===== src/rtl/serial_adder_ctrl.sv =====
`default_nettype none
// ============================================================================
//  Module   : serial_adder_ctrl (+ full_adder)
//  Purpose  : Bit-serial a+b+cin, LSB first, one bit per cycle (IDLE/RUN/DONE).
//             Optional signed overflow flag enabled by SERIAL_ADDER_OVF_EN.
//  Revision : 1.0
// ============================================================================

module full_adder (
    input  logic A,
    input  logic B,
    input  logic Cin,
    output logic S,
    output logic Cout
);
    assign S    = A ^ B ^ Cin;
    assign Cout = (A & B) | (Cin & (A ^ B));
endmodule

module serial_adder_ctrl #(
    parameter int WIDTH = 8
) (
    input  logic             clk,
    input  logic             rst,
    input  logic             start,
    input  logic [WIDTH-1:0] a,
    input  logic [WIDTH-1:0] b,
    input  logic             cin,
    input  logic             out_ready,
    output logic             busy,
    output logic             out_valid,
    output logic [WIDTH-1:0] sum,
    output logic             cout,
    output logic             ovf
);
    localparam int              CNT_W  = $clog2(WIDTH + 1);
    localparam logic [CNT_W-1:0] c_LAST = CNT_W'(WIDTH - 1);

    typedef enum logic [1:0] {
        S_IDLE = 2'd0,
        S_RUN  = 2'd1,
        S_DONE = 2'd2
    } state_t;

    state_t           r_state;
    state_t           w_next;
    logic [WIDTH-1:0] r_a;
    logic [WIDTH-1:0] r_b;
    logic [WIDTH-1:0] r_sum;
    logic             r_carry;
    logic             r_cout;
    logic [CNT_W-1:0] r_cnt;
    logic             w_s;
    logic             w_co;
    logic             w_last;
    logic             w_accept;

    // Operand shift registers present their LSB to the single adder cell.
    full_adder u_fa (
        .A    (r_a[0]),
        .B    (r_b[0]),
        .Cin  (r_carry),
        .S    (w_s),
        .Cout (w_co)
    );

    assign w_last   = (r_cnt == c_LAST);
    assign w_accept = (r_state == S_IDLE) && start;

    always_ff @(posedge clk) begin
        if (rst) begin
            r_state <= S_IDLE;
        end else begin
            r_state <= w_next;
        end
    end

    always_comb begin
        w_next = r_state;
        case (r_state)
            S_IDLE:  if (start)     w_next = S_RUN;
            S_RUN:   if (w_last)    w_next = S_DONE;
            S_DONE:  if (out_ready) w_next = S_IDLE;
            default:                w_next = S_IDLE;
        endcase
    end

    always_ff @(posedge clk) begin
        if (rst) begin
            r_a     <= '0;
            r_b     <= '0;
            r_sum   <= '0;
            r_carry <= 1'b0;
            r_cout  <= 1'b0;
            r_cnt   <= '0;
        end else begin
            case (r_state)
                S_IDLE: begin
                    if (start) begin
                        r_a     <= a;
                        r_b     <= b;
                        r_carry <= cin;
                        r_cnt   <= '0;
                        r_sum   <= '0;
                        r_cout  <= 1'b0;
                    end
                end
                S_RUN: begin
                    r_a     <= r_a >> 1;
                    r_b     <= r_b >> 1;
                    // sum was cleared at acceptance, so OR-ing places bit r_cnt.
                    r_sum   <= r_sum | (WIDTH'(w_s) << r_cnt);
                    r_carry <= w_co;
                    r_cnt   <= r_cnt + CNT_W'(1);
                    if (w_last) begin
                        r_cout <= w_co;
                    end
                end
                default: ;
            endcase
        end
    end

`ifdef SERIAL_ADDER_OVF_EN
    logic r_ovf;

    // On the last RUN edge r_carry is the carry into the MSB and w_co the carry out.
    always_ff @(posedge clk) begin
        if (rst) begin
            r_ovf <= 1'b0;
        end else if (w_accept) begin
            r_ovf <= 1'b0;
        end else if ((r_state == S_RUN) && w_last) begin
            r_ovf <= r_carry ^ w_co;
        end
    end

    assign ovf = r_ovf;
`else
    assign ovf = 1'b0;
`endif

    assign busy      = (r_state != S_IDLE);
    assign out_valid = (r_state == S_DONE);
    assign sum       = r_sum;
    assign cout      = r_cout;

endmodule
`default_nettype wire


===== config.mk =====
export PLATFORM = sky130hd
export DESIGN_NAME = serial_adder_ctrl
export DESIGN_NICKNAME = d
export VERILOG_FILES = /design/src/rtl/serial_adder_ctrl.sv
export SDC_FILE = /design/constraint.sdc
export NUM_CORES = 1
export LEC_CHECK = 0
export CORE_MARGIN = 2
export CORE_UTILIZATION = 30
export DETAILED_ROUTE_END_ITERATION = 8
export RECOVER_POWER = 25
export SLEW_MARGIN = 10
export SYNTH_ARGS = -nofsm -noshare
export SYNTH_HDL_FRONTEND = slang
export SYNTH_HIERARCHICAL = 1
export SYNTH_SLANG_ARGS = --single-unit

===== constraint.sdc =====
create_clock -name clk -period 3 [get_ports clk]
set_input_delay 0.6 -clock clk [delete_from_list [all_inputs] [get_ports clk]]
set_output_delay 0.6 -clock clk [all_outputs]
set_load 0.005 [all_outputs]

==> results_dict.tcl <==
# flow metrics
set metrics [dict create \
    status "finished clean" \
    cts_tree "yes" \
    first_global_vias 1198 \
    common_cells "dfxtp_1 (32), nand2_1 (22), nor2_1 (19)" \
    clock_path_buffers 2 \
    synthTopCellsByArea "dfxtp_1 (43%), a211oi_1 (7.6%), a21oi_1 (5.7%), nand2_1 (5.6%), nor2_1 (4.8%)" \
    nets 214 \
    design_area_mm2 0.00183 \
    crit_arrival_ns 2.57 \
    synth.most_common_cell "dfxtp_1" \
    rows 25 \
    clkPwrFrac_pct 33.0 \
    tool_warnings 26 \
    pin_count 33 \
    coreArea_mm2 0.00475 \
    htreeDepth 2 \
    flop_cell "dfxtp_1" \
    setup_violations 0 \
    syn_inst 164 \
    ant_nets 0 \
    cp-end-kind "register" \
    rr_startpoint "r_state[0]$_SDFFE_PP0P_" \
    cts-root-buf "clkbuf_8" \
    initial_core_util_pct 31.2 \
    hold_buffers 0 \
    grt_usage_pct 12.9 \
    period_used_pct 79.4 \
    die_y_um 74.3 \
    rsz0062_at_grt "no" \
    critPathKind "primary input to register" \
    yosysTopAreaCell "dfxtp_1" \
    drcViolationCount 0 \
    floorplan.nets 187 \
    crit_end "r_b[5]$_SDFFE_PP0P_" \
    post_cts_resized 0 \
    tightest_slew_ns 1.28 \
    min_from "sum[7]$_SDFFE_PP0P_" \
    area_delta_synth_final_pct 23.2 \
    power.density_mw_per_mm2 481 \
    total_power_w 0.000879 \
    avgViaCountPerCell 4.85 \
    cts_inserted_buffers 5 \
    setup_slack_ns 0.618 \
    p_leak_nw 0.674 \
    slowest_delay_ns 1.00 \
    wl_per_cell_um 12.3 \
    synth.top_cell.area_share_pct 43.2 \
    lay_top_count "dfxtp_1" \
    worstRegToRegCells 3 \
    ys_cells 164 \
    clock.fmax_mhz 420 \
    holdPathStages 1 \
    maxSlewHeadroom_pct 14.7 \
    skew_ns 0.00381 \
    die_w_um 74.3 \
    min_to "sum[7]$_SDFFE_PP0P_" \
    hold_path.class "register to register" \
    async_flop_share_pct 0 \
    crit_slowest_cell "o21bai_1" \
    synth_warnings 6 \
    synth-seq-cells 32 \
    synth_cell_types 38 \
    power_frac_seq_pct 53.1 \
    worst-r2r-setup-slack_ns 1.10 \
    start_kind "primary input" \
    diodes 0 \
]
## metrics by stage
step	utilization, %	hold slack (ns)	cells
detailed placement	37.4	0.450	251
CTS	38.8	0.468	256
global route	38.4	0.471	256
floorplan	-	0.455	164
global placement	37.4	0.446	251
finish	38.4	0.460	256
## final cells by class
class | count | area [um2]
Clock buffer | 5 | 68.8
Fill cell | 514 | 2930
Inverter | 3 | 11.3
Multi-Input combinational cell | 116 | 701
Sequential cell | 32 | 641
Tap cell | 67 | 83.8
Timing Repair Buffer | 33 | 322
## power groups by stage
stage                     sequential (W)  combinational [W]  clock [W]
final                           0.000467           0.000122   0.000290
after global routing            0.000470           0.000138   0.000319
after CTS                       0.000467           0.000125   0.000299
after detailed placement        0.000476           0.000125          0
after global placement          0.000476           0.000124          0
after floorplan                 0.000470          0.0000917          0
## critical path, delay by kind of cell
family	cells	cell delay, ns
buf+inv	1	0.60
compound gates	3	1.37
## layer usage
metal  GRT usage, %  wire [um]  up-vias
li1               -          -      629
met1           16.8       1610      572
met2           19.4       1330       32
met3           4.20        150        8
met4           5.95         61        0
met5              0          0        -
## state kept, by name, indices dropped and copies added, names as in the netlist
signal,cells
cout,1
r_a,8
r_b,8
r_carry,1
r_cnt,4
r_state,2
sum,8
## kinds of logic after synthesis
kind of cell / Yosys count / share of synthesized area, %
other: 1 / 0.253
flip-flops: 32 / 43.2
AND/OR/NAND/NOR: 61 / 20.3
adder cells (fa/ha/maj): 2 / 2.19
AND-OR/OR-AND: 52 / 25.6
buffers and inverters: 16 / 8.44
m1.png
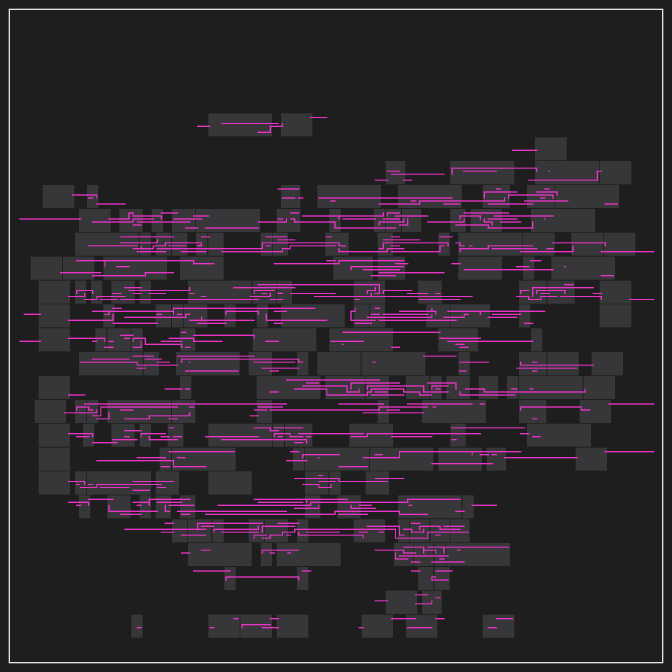
nets with wire on the layer = 190
share of all routed wire = 51%
wire length on this layer = 1,610 um
longest straight run = 23.0 um
met1 usage: 16.8%
final wirelength: 3.15 mm

m2.png
The bar under the picture is 20 um long.
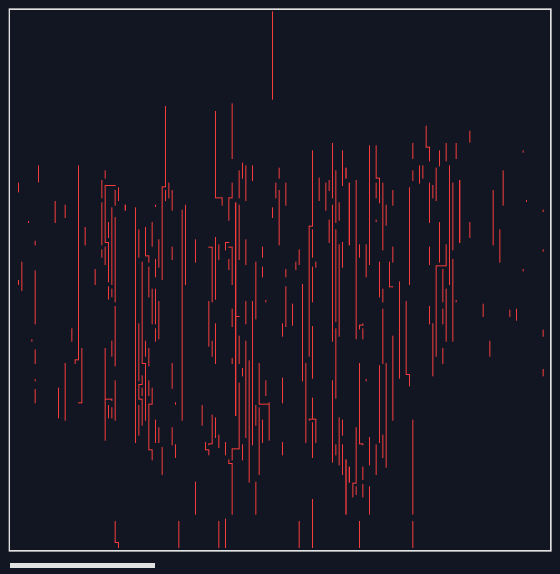
nets with wire on the layer = 175
wire length on this layer = 1,330 um
longest straight run = 32.3 um
share of all routed wire = 42%
met2 Resource Use GR: 19.4%
via count: 1,241

m3.png
The bar under the picture is 20 um long.
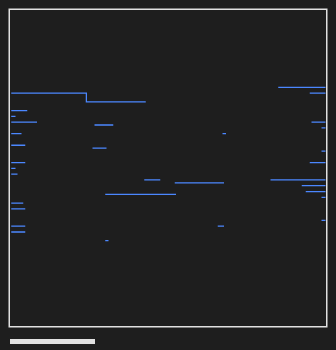
wire length on this layer = 150 um
nets with wire on the layer = 26
met3 Track Usage GR: 4.20%

Power is estimated from default activity; no workload was simulated.
